[src/rtl/fifo_uart_tx.sv]
// UART transmitter that pulls bytes from an upstream FIFO and sends 8N1 frames.
// State, serial line and status outputs are all registered.
//
// state | meaning
// IDLE  | line high, issue FIFO read when enabled and data available
// LOAD  | one cycle, capture FIFO read data into the shift register
// START | start bit, line low for one bit period
// DATA  | eight data bits, LSB first
// STOP  | stop bit, line high, frame_done on its last cycle
module fifo_uart_tx #(
    parameter int CLKS_PER_BIT = 868,
    parameter int CNT_W        = 16
) (
    input  logic       clk,
    input  logic       rst,
    input  logic       tx_en,
    input  logic       fifo_empty,
    input  logic [7:0] fifo_data,
    output logic       fifo_rd_en,
    output logic       tx,
    output logic       busy,
    output logic       frame_done
);

    localparam logic [CNT_W-1:0] CNT_LAST   = CNT_W'(CLKS_PER_BIT - 1);
    localparam logic [CNT_W-1:0] CNT_PENULT = CNT_W'(CLKS_PER_BIT - 2);

    typedef enum logic [2:0] {
        IDLE  = 3'd0,
        LOAD  = 3'd1,
        START = 3'd2,
        DATA  = 3'd3,
        STOP  = 3'd4
    } state_t;

    state_t           state;
    logic [CNT_W-1:0] cnt;
    logic [2:0]       bit_idx;
    logic [7:0]       shreg;
    logic             rst_seen;
    logic             bit_end;

    assign bit_end = (cnt == CNT_LAST);

    // rst_seen holds off reads until the first clock edge after reset release
    assign fifo_rd_en = (state == IDLE) && rst_seen && tx_en && !fifo_empty;

    always_ff @(posedge clk or negedge rst) begin
        if (!rst) begin
            state      <= IDLE;
            tx         <= 1'b1;
            busy       <= 1'b0;
            frame_done <= 1'b0;
            cnt        <= '0;
            bit_idx    <= '0;
            shreg      <= '0;
            rst_seen   <= 1'b0;
        end else begin
            rst_seen   <= 1'b1;
            frame_done <= 1'b0;
            case (state)
                IDLE: begin
                    if (fifo_rd_en) begin
                        state <= LOAD;
                        busy  <= 1'b1;
                    end
                end
                LOAD: begin
                    shreg <= fifo_data;
                    cnt   <= '0;
                    tx    <= 1'b0;
                    state <= START;
                end
                START: begin
                    if (bit_end) begin
                        cnt     <= '0;
                        bit_idx <= '0;
                        tx      <= shreg[0];
                        state   <= DATA;
                    end else begin
                        cnt <= cnt + 1'b1;
                    end
                end
                DATA: begin
                    if (bit_end) begin
                        cnt <= '0;
                        if (bit_idx == 3'd7) begin
                            tx    <= 1'b1;
                            state <= STOP;
                        end else begin
                            // shreg[1] is the next bit before the shift lands
                            bit_idx <= bit_idx + 3'd1;
                            shreg   <= {1'b0, shreg[7:1]};
                            tx      <= shreg[1];
                        end
                    end else begin
                        cnt <= cnt + 1'b1;
                    end
                end
                STOP: begin
                    if (bit_end) begin
                        cnt   <= '0;
                        busy  <= 1'b0;
                        state <= IDLE;
                    end else begin
                        cnt        <= cnt + 1'b1;
                        frame_done <= (cnt == CNT_PENULT);
                    end
                end
                default: begin
                    state <= IDLE;
                    busy  <= 1'b0;
                    tx    <= 1'b1;
                    cnt   <= '0;
                end
            endcase
        end
    end

endmodule

[config.mk]
export PLATFORM = sky130hd
export DESIGN_NAME = fifo_uart_tx
export DESIGN_NICKNAME = d
export VERILOG_FILES = /design/src/rtl/fifo_uart_tx.sv
export SDC_FILE = /design/constraint.sdc
export NUM_CORES = 1
export LEC_CHECK = 0
export ABC_AREA = 1
export CAP_MARGIN = 20
export CORE_ASPECT_RATIO = 1.4
export CORE_MARGIN = 1.5
export CORE_UTILIZATION = 45
export DETAILED_ROUTE_END_ITERATION = 16
export PLACE_DENSITY = 0.69
export SLEW_MARGIN = 20
export SYNTH_ARGS = -nofsm -noshare
export SYNTH_HDL_FRONTEND = slang
export SYNTH_SLANG_ARGS = --single-unit
[constraint.sdc]
create_clock -name clk -period 2.4 [get_ports clk]
set_clock_uncertainty 0.2 [all_clocks]
set_input_delay 0.48 -clock clk [delete_from_list [all_inputs] [get_ports clk]]
set_output_delay 0.48 -clock clk [all_outputs]
set_load 0.01 [all_outputs]
gates.png
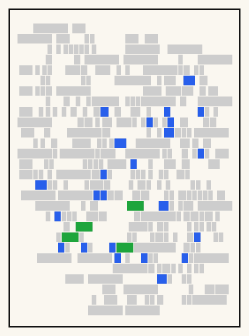
family	colour	cells	most used
fa/ha/maj cells	green	4	ha_1
aoi and oai cells	blue	24	o21ai_0

m2.png
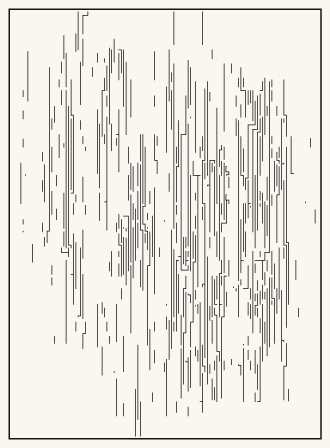
nets with wire on the layer	238
longest straight run	32.8 um
main direction	vertical
share of all routed wire	54%
wire length on this layer	2330 um
GR Layer Usage met2: 37.80%
Post-Route WL: 4335 um

m1.png
The bar under the picture is 20 um long. Supply wires on this layer in grey.
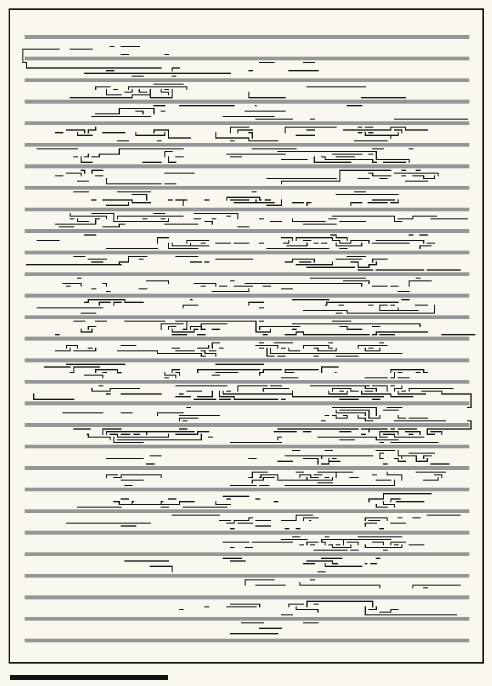
nets with wire on the layer	281
longest straight run	18.4 um
main direction	horizontal
share of all routed wire	41%
wire length on this layer	1760 um

==> qor.csv <==
metric,value,unit
Flop area,852.1,um2
Hold Path Class,reg2reg,
internal power,0.8984,mW
Yosys reg bits,34,
std cell rows,28,
final setup fails,0,
highest net fanout along the worst path,7,
Netlist cell types,33,
Top class by area,multi-input combinational cells,
syn_area_per_cell,7.456,um2
via/cell ratio,4.969,
first-pass GRT wire length,7541,um
Tmin final,2.231,ns
crit path cell chain,inv_1 -> nand2_2 -> nor2_4 -> inv_2 -> nor2_1 -> dlygate4sd2_1,
DR vias,1764,
dpl hpwl,3204,um
synthesized instance count,271,
Dominant flop cell,dfrtp_1,
top cells by area,"dfrtp_1 41%, nand2_1 17%, nand3_1 6.2%",
Non-clock inverters,24,
Met2 Wirelength,2327,um
worst r2r path cells,8,
Fin. Hold Viols,0,
Total GRT Usage,20.45,%
vias in the first global route,1734,
Max-area cell share,40.87,%
Yosys chip area,2021,um2
diode count,0,
status,"finished, final reports clean",
peak supply drop,297.2,uV
WP data required,1.72,ns
Comb pwr share,3.2,%
critical path startpoint category,register,
flop count,34,
final worst-path cycle share,92.96,%
Tapcells,60,
dominant kind of combinational cell,simple AND/OR/NAND/NOR gates,
"FA/HA/MAJ Cells, Area Fraction",2.477,%
RePlAce Congestion,0.9384,
"Worst Setup Slack, final",0.1691,ns
antenna-violating nets left,0,
CTS clock-pin slew for the worst setup and hold paths,0.08,ns
Hold WS,0.2696,ns
Layout Cells excl Fill,355,
setup bufs post-CTS,0,
clock buffer depth,2,
Critical Path Slowest Stage Cell,dfrtp_1,
First-pass DRT Iterations,4,
max cap viols,0,
GR Util met3,3.738,%
clock_nets.png
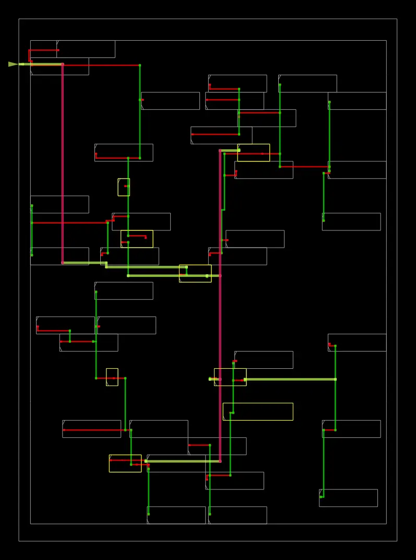
clk sink count: 34
Clk power: 0.525 mW
total CTS buffers: 5

m3.png
The bar under the picture is 20 um long. Cells faint in the background.
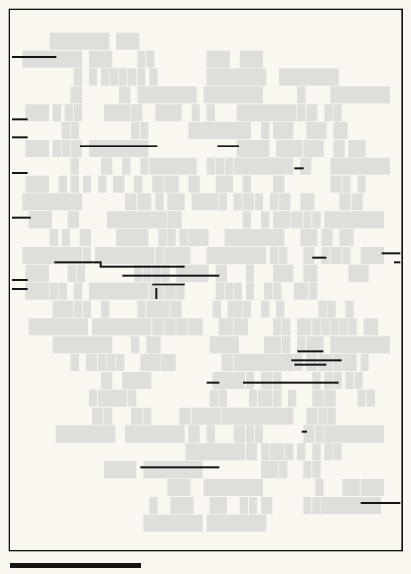
wire length on this layer	130 um
longest straight run	14.5 um
share of all routed wire	3.0%
nets with wire on the layer	20

[placed cells by master (no fill, tap or decap), types with 4 or more instances in the layout]
cell	n
nor2_1	28
clkdlybuf4s50_1	14
inv_2	5
nand3_1	25
clkbuf_8	5
ha_1	4
inv_1	18
buf_4	4
nand4_1	10
o21ai_0	14
nand2_1	93
dfrtp_1	33
nand2_2	7
[power by group through the flow]
stage,Clock (mW),Sequential (mW),Combinational (mW)
3_3_place_gp,0,0.585,0.0375
4_1_cts,0.536,0.574,0.0377
5_1_grt,0.560,0.574,0.0416
2_1_floorplan,0,0.585,0.00606
6_report,0.525,0.574,0.0362
3_5_place_dp,0,0.585,0.0376
[through the flow]
| step | total power [mW] | TNS [ns] |
|---|---|---|
| 6_report | 1.135 | 0 |
| 5_1_grt | 1.176 | 0 |
| 4_1_cts | 1.147 | 0 |
| 3_5_place_dp | 0.6224 | -0.1140 |
| 3_3_place_gp | 0.6222 | -0.1158 |
| 2_1_floorplan | 0.5910 | 0 |
[sequential cells by signal, summed over array words and instances (netlist names)]
name / cells
cnt: 16
shreg: 8
bit_idx: 3
state: 3
busy: 1
frame_done: 1
rst_seen: 1
tx: 1
[worst max-delay path, delay by kind of cell (launching register included)]
kind / cells / cell delay (ns)
buffers and inverters: 3 / 0.47
DFF: 1 / 0.43
and+or+nand+nor: 3 / 0.35
[final timing paths]
check | slack, ns | endpoint | from
worst min register to register | 0.27 | tx | tx
worst min-delay path | 0.27 | tx | tx
worst max-delay path | 0.17 | fifo_rd_en | state[1]
min in group asynchronous | 0.40 | cnt[14] | rst
worst max register to register | 0.44 | cnt[14] | cnt[0]
max in group asynchronous | 1.26 | tx | rst
[timing repair]
action | 4_1_cts | 5_1_grt
endpoints found under the setup margin | 1 | 0
gates resized | 1 | 0
hold buffers | 0 | 0
Power and IR drop assume default switching activity.
